Run 1, M3 wires:
The bar under the picture is 10 um long.
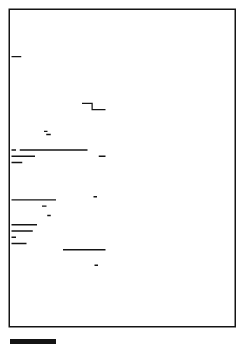
Run 1, routing congestion map:
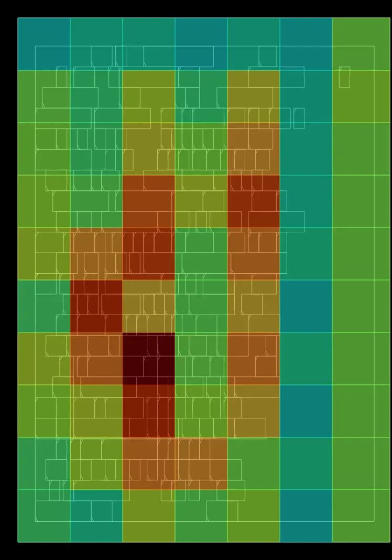
Run 1, M2 wires:
Cells faint in the background.
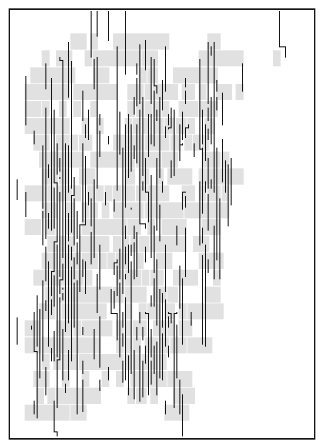
Run 1, where the registers sit:
Other sequential cells in the stronger gray, the rest of the logic in the fainter gray.
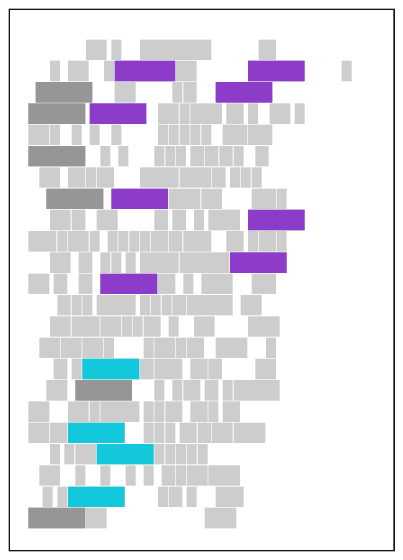
[src/rtl/dphy_tx_pkg.sv]
// Shared types and constants for the D-PHY HS clock-lane transmitter.
// Optional feature macro: DPHY_CLK_ULPS_EN adds the ultra-low-power states.
package dphy_tx_pkg;

   // Clock-lane FSM states; the ULPS states exist only when the feature is built in.
   typedef enum logic [3:0] {
      ST_STOP,
      ST_HS_RQST,
      ST_BRIDGE,
      ST_HS_ZERO,
      ST_HS_PRE,
      ST_HS_CLK,
      ST_HS_POST,
      ST_HS_TRAIL,
      ST_HS_EXIT
`ifdef DPHY_CLK_ULPS_EN
      ,
      ST_ULPS_RQST,
      ST_ULPS,
      ST_ULPS_EXIT
`endif
   } dphy_state_e;

   // 0x55 keeps the serial stream alternating across byte boundaries (bit 0 first).
   localparam logic [7:0] HS_TOGGLE_PATTERN = 8'h55;
   localparam logic [7:0] HS_ZERO_PATTERN   = 8'h00;

   // Length of the LP-10 mark that ends ULPS before returning to Stop.
   localparam int ULPS_EXIT_CYCLES = 255;

   // Reload value for the shared down-counter: a state lasts max(cycles,1)
   // cycles, and the counter expires when it reads zero.
   function automatic logic [7:0] tmr_load(input int cycles);
      if (cycles <= 1) begin
         return 8'd0;
      end else if (cycles >= 256) begin
         return 8'd255;
      end else begin
         return 8'(cycles - 1);
      end
   endfunction

endpackage

[src/rtl/dphy_hs_clk_tx.sv]
// D-PHY continuous HS clock-lane transmitter sequencer.
// Drives LP line levels, the HS driver enable and the 8-bit pattern for an
// 8:1 serializer. Optional feature macro: DPHY_CLK_ULPS_EN (ULPS entry/exit).
//
// Handshake: hs_req_i is a level request. The block answers with clk_ready_o,
// which rises only once the HS clock has toggled for T_CLK_PRE cycles and
// stays high exactly while the lane is in HS_CLK. Dropping hs_req_i (or never
// holding it past one cycle) always runs the full entry then the full exit;
// a request seen after the exit has started is honoured only back in Stop.
module dphy_hs_clk_tx
   import dphy_tx_pkg::*;
#(
   parameter int T_LPX         = 2,
   parameter int T_CLK_PREPARE = 2,
   parameter int T_CLK_ZERO    = 8,
   parameter int T_CLK_PRE     = 2,
   parameter int T_CLK_POST    = 16,
   parameter int T_CLK_TRAIL   = 2,
   parameter int T_HS_EXIT     = 3
) (
   input  logic       byte_clk_i,
   input  logic       rst_i,
   input  logic       hs_req_i,
`ifdef DPHY_CLK_ULPS_EN
   input  logic       ulps_req_i,
   output logic       ulps_active_o,
`endif
   output logic       clk_ready_o,
   output logic       stop_o,
   output logic       hs_en_o,
   output logic [7:0] hs_data_o,
   output logic       lp_p_o,
   output logic       lp_n_o
);

   localparam logic [7:0] L_LPX     = tmr_load(T_LPX);
   localparam logic [7:0] L_PREP    = tmr_load(T_CLK_PREPARE);
   localparam logic [7:0] L_ZERO    = tmr_load(T_CLK_ZERO);
   localparam logic [7:0] L_PRE     = tmr_load(T_CLK_PRE);
   localparam logic [7:0] L_POST    = tmr_load(T_CLK_POST);
   localparam logic [7:0] L_TRAIL   = tmr_load(T_CLK_TRAIL);
   localparam logic [7:0] L_EXIT    = tmr_load(T_HS_EXIT);
`ifdef DPHY_CLK_ULPS_EN
   localparam logic [7:0] L_UEXIT   = tmr_load(ULPS_EXIT_CYCLES);
`endif

   dphy_state_e r_state;
   dphy_state_e w_next;
   logic [7:0]  r_cnt;
   logic [7:0]  w_cnt_next;
   logic        w_expired;

   logic        r_lp_p, r_lp_n, r_hs_en, r_clk_ready, r_stop;
   logic [7:0]  r_hs_data;
   logic        w_lp_p, w_lp_n, w_hs_en, w_clk_ready, w_stop;
   logic [7:0]  w_hs_data;
`ifdef DPHY_CLK_ULPS_EN
   logic        r_ulps_active;
   logic        w_ulps_active;
`endif

   assign w_expired = (r_cnt == 8'd0);

   // Next state, timer reload on entry, and output decode of the state being entered.
   always_comb begin
      w_next      = r_state;
      w_cnt_next  = w_expired ? 8'd0 : (r_cnt - 8'd1);
      w_lp_p      = 1'b1;
      w_lp_n      = 1'b1;
      w_hs_en     = 1'b0;
      w_hs_data   = HS_ZERO_PATTERN;
      w_clk_ready = 1'b0;
      w_stop      = 1'b0;
`ifdef DPHY_CLK_ULPS_EN
      w_ulps_active = 1'b0;
`endif

      case (r_state)
         ST_STOP: begin
`ifdef DPHY_CLK_ULPS_EN
            // An HS request wins over a simultaneous ULPS request.
            if (hs_req_i) begin
               w_next = ST_HS_RQST;
            end else if (ulps_req_i) begin
               w_next = ST_ULPS_RQST;
            end
`else
            if (hs_req_i) begin
               w_next = ST_HS_RQST;
            end
`endif
         end
         ST_HS_RQST:  if (w_expired) w_next = ST_BRIDGE;
         ST_BRIDGE:   if (w_expired) w_next = ST_HS_ZERO;
         ST_HS_ZERO:  if (w_expired) w_next = ST_HS_PRE;
         ST_HS_PRE:   if (w_expired) w_next = ST_HS_CLK;
         ST_HS_CLK:   if (!hs_req_i) w_next = ST_HS_POST;
         ST_HS_POST:  if (w_expired) w_next = ST_HS_TRAIL;
         ST_HS_TRAIL: if (w_expired) w_next = ST_HS_EXIT;
         ST_HS_EXIT:  if (w_expired) w_next = ST_STOP;
`ifdef DPHY_CLK_ULPS_EN
         ST_ULPS_RQST: if (w_expired) w_next = ST_ULPS;
         ST_ULPS:      if (!ulps_req_i) w_next = ST_ULPS_EXIT;
         ST_ULPS_EXIT: if (w_expired) w_next = ST_STOP;
`endif
         default:     w_next = ST_STOP;
      endcase

      // There are no self-transitions, so a state change is always a fresh entry.
      if (w_next != r_state) begin
         case (w_next)
            ST_HS_RQST:   w_cnt_next = L_LPX;
            ST_BRIDGE:    w_cnt_next = L_PREP;
            ST_HS_ZERO:   w_cnt_next = L_ZERO;
            ST_HS_PRE:    w_cnt_next = L_PRE;
            ST_HS_POST:   w_cnt_next = L_POST;
            ST_HS_TRAIL:  w_cnt_next = L_TRAIL;
            ST_HS_EXIT:   w_cnt_next = L_EXIT;
`ifdef DPHY_CLK_ULPS_EN
            ST_ULPS_RQST: w_cnt_next = L_LPX;
            ST_ULPS_EXIT: w_cnt_next = L_UEXIT;
`endif
            default:      w_cnt_next = 8'd0;
         endcase
      end

      case (w_next)
         ST_STOP: begin
            w_stop = 1'b1;
         end
         ST_HS_RQST: begin
            w_lp_p = 1'b0;
         end
         ST_BRIDGE: begin
            w_lp_p = 1'b0;
            w_lp_n = 1'b0;
         end
         ST_HS_ZERO, ST_HS_TRAIL: begin
            w_lp_p  = 1'b0;
            w_lp_n  = 1'b0;
            w_hs_en = 1'b1;
         end
         ST_HS_PRE, ST_HS_POST: begin
            w_lp_p    = 1'b0;
            w_lp_n    = 1'b0;
            w_hs_en   = 1'b1;
            w_hs_data = HS_TOGGLE_PATTERN;
         end
         ST_HS_CLK: begin
            w_lp_p      = 1'b0;
            w_lp_n      = 1'b0;
            w_hs_en     = 1'b1;
            w_hs_data   = HS_TOGGLE_PATTERN;
            w_clk_ready = 1'b1;
         end
`ifdef DPHY_CLK_ULPS_EN
         ST_ULPS_RQST, ST_ULPS_EXIT: begin
            w_lp_n = 1'b0;
         end
         ST_ULPS: begin
            w_lp_p        = 1'b0;
            w_lp_n        = 1'b0;
            w_ulps_active = 1'b1;
         end
`endif
         default: begin
            // HS_EXIT: LP-11 but not yet idle.
         end
      endcase
   end

   // State and shared timer register.
   always_ff @(posedge byte_clk_i) begin
      if (rst_i) begin
         r_state <= ST_STOP;
         r_cnt   <= 8'd0;
      end else begin
         r_state <= w_next;
         r_cnt   <= w_cnt_next;
      end
   end

   // Registered outputs so the lane pins change cleanly with the state.
   always_ff @(posedge byte_clk_i) begin
      if (rst_i) begin
         r_lp_p      <= 1'b1;
         r_lp_n      <= 1'b1;
         r_hs_en     <= 1'b0;
         r_hs_data   <= HS_ZERO_PATTERN;
         r_clk_ready <= 1'b0;
         r_stop      <= 1'b1;
`ifdef DPHY_CLK_ULPS_EN
         r_ulps_active <= 1'b0;
`endif
      end else begin
         r_lp_p      <= w_lp_p;
         r_lp_n      <= w_lp_n;
         r_hs_en     <= w_hs_en;
         r_hs_data   <= w_hs_data;
         r_clk_ready <= w_clk_ready;
         r_stop      <= w_stop;
`ifdef DPHY_CLK_ULPS_EN
         r_ulps_active <= w_ulps_active;
`endif
      end
   end

   assign lp_p_o      = r_lp_p;
   assign lp_n_o      = r_lp_n;
   assign hs_en_o     = r_hs_en;
   assign hs_data_o   = r_hs_data;
   assign clk_ready_o = r_clk_ready;
   assign stop_o      = r_stop;
`ifdef DPHY_CLK_ULPS_EN
   assign ulps_active_o = r_ulps_active;
`endif

endmodule

[config.mk]
export PLATFORM = sky130hd
export DESIGN_NAME = dphy_hs_clk_tx
export DESIGN_NICKNAME = d
export VERILOG_FILES = /design/src/rtl/dphy_tx_pkg.sv /design/src/rtl/dphy_hs_clk_tx.sv
export SDC_FILE = /design/constraint.sdc
export NUM_CORES = 1
export LEC_CHECK = 0
export ABC_AREA = 1
export CORE_AREA = 2 2 47 67
export DETAILED_ROUTE_END_ITERATION = 10
export DIE_AREA = 0 0 49 69
export MAX_ROUTING_LAYER = met4
export PLACE_DENSITY = 0.66
export SLEW_MARGIN = 20
export SYNTH_ARGS = -nofsm -noshare
export SYNTH_HDL_FRONTEND = slang
export SYNTH_SLANG_ARGS = --single-unit
[constraint.sdc]
create_clock -name byte_clk_i -period 1.5 [get_ports byte_clk_i]
set_input_delay 0.15 -clock byte_clk_i [delete_from_list [all_inputs] [get_ports byte_clk_i]]
set_output_delay 0.15 -clock byte_clk_i [all_outputs]
set_load 0.05 [all_outputs]
==> flow_metrics.py, run 1 <==
# Synthesis and PnR figures
metrics = {
    "synthesis": {
        "synthFlopType": "dfxtp_1",
        "syn-cell-area_um2": 1066,
        "async_flop_share": 0,
        "ys_seq_frac": 0.3380,
        "ys_top_logic_family": "simple AND/OR/NAND/NOR gates",
        "yosys-stat-area_um2": 1066,
        "top_area_frac": 0.3380,
        "edf_count": 0,
        "mux_share": 0,
        "yosysCellCount": 162,
        "syn_inst": 162,
        "syn_avg_cell_area_um2": 6.580,
        "synth-compound-area-share": 0.05634,
        "simple_gate_share": 0.4202,
        "ys.flops": 18,
    },
    "worst_setup_path": {
        "cp_common_cell": "nand2_4",
        "reg2reg_slack_ns": -0.23,
        "cp_num_buf_inv": 1,
        "cp_slowest_cell": "dfxtp_2",
        "worst-path-stages": 12,
        "crit_path_max_incr_delay_ns": 0.32,
        "r2r_end": "r_cnt[4]",
        "crit_end": "r_cnt[4]",
    },
    "place": {
        "placed_area_um2": 1331,
        "hpwl_mm": 2.015,
        "pre_cts_ws_ns": -0.2309,
        "portBuffers": 11,
    },
    "routing": {
        "drt-vias-per-instance": 4.588,
        "highest_layer": "met4",
    },
    "global_routing": {
        "grt_pass1_vias": 1104,
        "antenna_found_initial": 0,
    },
    "finish": {
        "instances_no_fill": 233,
        "design_area_um2": 1493,
        "buffers": 34,
        "drive_above_1_share": 0.4184,
        "antenna_cells": 0,
        "top_register": "r_cnt",
        "comb_share": 0.4526,
        "mostFrequentLayoutCell": "nand2_1",
        "buffer_area_frac": 0.1744,
        "fillerInstances": 272,
        "largest_reg_flops": 8,
    },
    "status": {
        "violations": "setup timing",
        "status": "complete, but fails checks",
    },
    "min_path": {
        "hold_depth": 3,
        "whs_endpoint": "r_state[1]",
    },
    "cts": {
        "cts_buffer_depth": 2,
        "clk_pin_slew_ns": 0.07,
        "cts_setup_buffers": 3,
        "cts.sinks": 18,
        "cts_tree": "built",
        "root_buffer": "clkbuf_8",
    },
    "floorplanning": {
        "fp_util": 0.3819,
        "die_h_um": 69,
    },
    "sta": {
        "setup_tns_ns": -2.396,
        "finalMaxSlewViolations": 0,
        "setup_violations": 15,
        "worst_slack_ns": -0.2274,
    },
}
## Picture notes: 'M3 wires'
- main direction: horizontal
- longest straight run: 14.5 um
- share of all routed wire: 2.6%
- nets with wire on the layer: 13
met3 Track Usage GR: 0.02165
Vias: 1069

## Picture notes: 'routing congestion map'
layer with the highest usage: met2
DR WL/cell: 11.00 um
GR Util met2: 0.3227
GR Util met1: 0.1531

## Picture notes: 'M2 wires'
- longest straight run: 31.8 um
- nets with wire on the layer: 164
- wire length on this layer: 1520 um
- main direction: vertical
- share of all routed wire: 59%
routed wire length: 2.562 mm

## Picture notes: 'where the registers sit'
- purple: r_cnt (flops 8)
- cyan: r_state (flops 4; where bottom left)
- not colored: 6
Finished Core Util: 0.5347
Seq area share: 0.2422
area taken by flip-flops and latches: 361.6 um^2

==> run 2, diff against run 1 <==
--- a/config.mk
+++ b/config.mk
@@ -6,6 +6,7 @@
 export NUM_CORES = 1
 export LEC_CHECK = 0
 export ABC_AREA = 1
+export ABC_CLOCK_PERIOD_IN_PS = 1500
 export CORE_AREA = 2 2 47 67
 export DETAILED_ROUTE_END_ITERATION = 10
 export DIE_AREA = 0 0 49 69
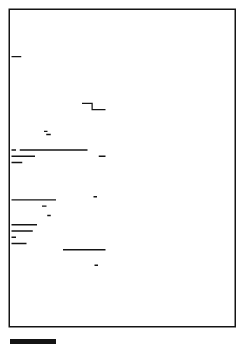
Run 2: M3 wires
The bar under the picture is 10 um long.
- nets with wire on the layer: 13
- main direction: horizontal
- wire length on this layer: 65.3 um

==> run 2 against run 1 <==
  * The flow still finishes with violations (setup timing)
  * First-iteration DRC count stayed put
  * Final cell count stayed put
  * Final area stayed put
  * Synthesized area stayed put
  * Die size stayed put
  * Sequential cell count stayed put
  * Global-route usage stayed put
  * Highest routed layer unchanged
  * Hold slack stayed put
  * Core utilization stayed put
  * Critical path type unchanged
==> flow_metrics.py, run 2 <==
# Synthesis and PnR figures
metrics = {
    "finish": {
        "antenna_cells": 0,
        "comb_share": 0.4526,
        "design_area_um2": 1493,
        "buffer_area_frac": 0.1744,
        "syn_to_final_growth_pct": 40.02,
        "seq_area_um2": 361.6,
        "largest_reg_flops": 8,
        "inverters_excl_clock": 25,
        "post-route-util": 0.5347,
        "sh_seq_area": 0.2422,
        "fillerInstances": 272,
        "drive_above_1_share": 0.4184,
    },
    "synthesis": {
        "async_flop_share": 0,
        "syn_avg_cell_area_um2": 6.580,
        "simple_gate_share": 0.4202,
        "ys.flops": 18,
        "syn-cell-area_um2": 1066,
        "yosysCellCount": 162,
        "ys_seq_frac": 0.3380,
        "ys_top_logic_family": "simple AND/OR/NAND/NOR gates",
        "syn_inst": 162,
        "top_area_frac": 0.3380,
        "edf_count": 0,
        "mux_share": 0,
        "synth-compound-area-share": 0.05634,
        "yosys-stat-area_um2": 1066,
    },
    "cts": {
        "cts_tree": "built",
        "root_buffer": "clkbuf_8",
        "cts_setup_buffers": 3,
        "cts.sinks": 18,
        "cts_buffer_depth": 2,
    },
    "min_path": {
        "whs_endpoint": "r_state[1]",
        "hold_depth": 3,
    },
    "global_routing": {
        "top_usage_layer": "met2",
        "grt_pass1_vias": 1104,
        "grt_util_met1": 0.1531,
        "grtUsageMet2": 0.3227,
        "antenna_found_initial": 0,
    },
    "sta": {
        "worst_slack_ns": -0.2274,
        "hold_viol": 0,
        "finalMaxSlewViolations": 0,
        "setup_violations": 15,
        "setup_tns_ns": -2.396,
    },
    "worst_setup_path": {
        "r2r_end": "r_cnt[4]",
        "cp_common_cell": "nand2_4",
        "crit_path_max_incr_delay_ns": 0.32,
        "crit_end": "r_cnt[4]",
        "cp_slowest_cell": "dfxtp_2",
        "reg2reg_slack_ns": -0.23,
        "worst-path-stages": 12,
        "reg2regPathDepth": 12,
    },
    "routing": {
        "wirelength_mm": 2.562,
        "drt-vias-per-instance": 4.588,
        "vias": 1069,
        "wire_per_inst_um": 11.00,
        "highest_layer": "met4",
    },
    "floorplanning": {
        "chipArea_um2": 3381,
        "core_area_um2": 2791,
        "die_h_um": 69,
        "fp_util": 0.3819,
    },
    "place": {
        "hpwl_mm": 2.015,
        "placed_area_um2": 1331,
        "pre_cts_ws_ns": -0.2309,
    },
    "status": {
        "status": "complete, but fails checks",
        "violations": "setup timing",
    },
}
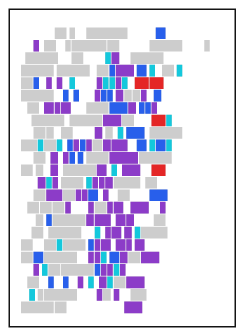
Run 2: gate-type map
- red: xor and xnor cells (cells 4; most used xor2_1)
- blue: nor cells (cells 28; most used nor2_1)
- purple: nand cells (cells 68; most used nand2_1)
- cyan: inv cells (cells 25; most used inv_1)
final std cells w/o fill: 233
most frequent logic cell in the layout: nand2_1

Run 2, M2 wires:
Cells faint in the background.
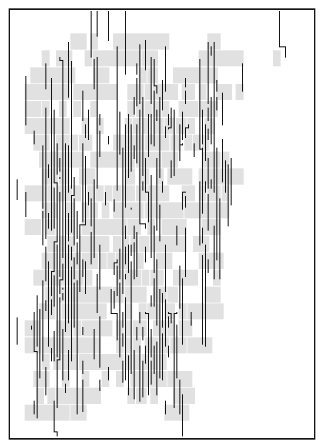

==> run 3, diff against run 2 <==
--- a/config.mk
+++ b/config.mk
@@ -7,11 +7,12 @@
 export LEC_CHECK = 0
 export ABC_AREA = 1
 export ABC_CLOCK_PERIOD_IN_PS = 1500
-export CORE_AREA = 2 2 47 67
+export CORE_AREA = 2 2 50 71
 export DETAILED_ROUTE_END_ITERATION = 10
-export DIE_AREA = 0 0 49 69
+export DIE_AREA = 0 0 52 73
 export MAX_ROUTING_LAYER = met4
-export PLACE_DENSITY = 0.66
+export PLACE_DENSITY = 0.6
+export RECOVER_POWER = 25
 export SLEW_MARGIN = 20
 export SYNTH_ARGS = -nofsm -noshare
 export SYNTH_HDL_FRONTEND = slang
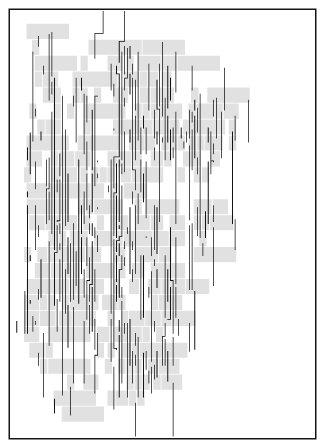
Run 3: M2 wires
Cells faint in the background.
- share of all routed wire: 57%
- main direction: vertical
- nets with wire on the layer: 180
- wire length on this layer: 1510 um
- longest straight run: 51.0 um
Vias: 1097
GR Util met2: 0.3122
routed wire length: 2.664 mm

==> run 3 against run 2 <==
  * The run still ends with setup timing left
  * Critical endpoint is now r_cnt[5]
  * Synthesized area unchanged
  * Setup slack better by 0.035 ns
  * Largest cell class unchanged
  * Highest routed layer unchanged
  * Synthesized cell count unchanged
  * First-iteration DRC count down 33%
  * Sequential share of layout area down 0.75 points
  * Die size up 12%
==> flow_metrics.py, run 3 <==
# Synthesis and PnR figures
metrics = {
    "routing": {
        "final_antenna_net_count": 0,
        "highest_layer": "met4",
        "drt-vias-per-instance": 4.496,
        "wire_per_inst_um": 10.92,
    },
    "floorplanning": {
        "rows": 25,
        "chipArea_um2": 3796,
        "fp_util": 0.3309,
        "die_h_um": 73,
        "core_area_um2": 3222,
    },
    "synthesis": {
        "syn_avg_cell_area_um2": 6.580,
        "simple_gate_share": 0.4202,
        "yosysCellCount": 162,
        "top_area_frac": 0.3380,
        "synth-compound-area-share": 0.05634,
        "ys_top_logic_family": "simple AND/OR/NAND/NOR gates",
        "ys.flops": 18,
        "syn_inst": 162,
        "edf_count": 0,
        "mux_share": 0,
        "syn-cell-area_um2": 1066,
        "yosys-stat-area_um2": 1066,
        "async_flop_share": 0,
        "common_cells": "nand2_1, nor2_1, dfxtp_1, inv_1, nand3_1",
        "ys_seq_frac": 0.3380,
    },
    "finish": {
        "fillerInstances": 317,
        "drive_above_1_share": 0.4216,
        "syn_to_final_growth_pct": 44.48,
        "post-route-util": 0.4781,
        "antenna_cells": 0,
        "seq_area_um2": 361.6,
        "sh_seq_area": 0.2348,
        "buffer_area_frac": 0.2031,
        "largest_reg_flops": 8,
        "inverters_excl_clock": 25,
        "design_area_um2": 1540,
    },
    "worst_setup_path": {
        "crit_end": "r_cnt[5]",
        "r2r_end": "r_cnt[5]",
        "reg2reg_from": "r_cnt[0]",
        "cp_slowest_cell": "dfxtp_2",
        "reg2reg_slack_ns": -0.19,
        "path_cells": "inv_2, ha_4, nand2_4, nor2_4, nand2_4, nand2_4, nand2_4, a21oi_4, nand2_2, a21oi_4, nand3_2, nor2_1",
        "crit_path_max_incr_delay_ns": 0.32,
        "critPathTopFamily": "simple AND/OR/NAND/NOR gates",
        "worst-path-stages": 12,
        "cp_common_cell": "nand2_4",
        "reg2regPathDepth": 12,
    },
    "global_routing": {
        "grt_util_met1": 0.1540,
        "antenna_found_initial": 0,
        "top_usage_layer": "met2",
        "grt_pass1_wl_mm": 4.505,
    },
    "place": {
        "placed_area_um2": 1358,
        "hpwl_mm": 2.084,
        "pre_cts_ws_ns": -0.2628,
    },
    "job": {
        "cap_violations": 0,
        "openroad.warnings": 29,
    },
    "sta": {
        "fin_crit_sh": 1.128,
        "setup_violations": 15,
        "setup_tns_ns": -1.744,
        "worst_slack_ns": -0.1924,
        "hold_viol": 0,
    },
    "cts": {
        "cts_setup_buffers": 7,
        "root_buffer": "clkbuf_8",
        "cts_buffer_depth": 2,
        "cts_tree": "built",
        "cts.sinks": 18,
    },
    "status": {
        "status": "complete, but fails checks",
        "violations": "setup timing",
    },
    "min_path": {
        "whs_endpoint": "r_cnt[5]",
        "hold_depth": 4,
    },
}
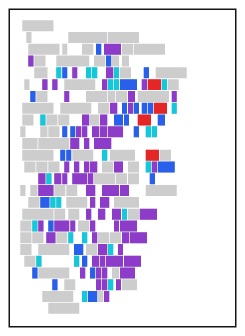
Run 3: gate-type map
- blue: nor cells (cells 28; most used nor2_1)
- red: xor and xnor cells (cells 4; most used xor2_1)
- cyan: inv cells (cells 25; most used inv_1)
- purple: nand cells (cells 68; most used nand2_1)
most frequent logic cell in the layout: buf_4
Comb/total area: 0.4330
final std cells w/o fill: 244

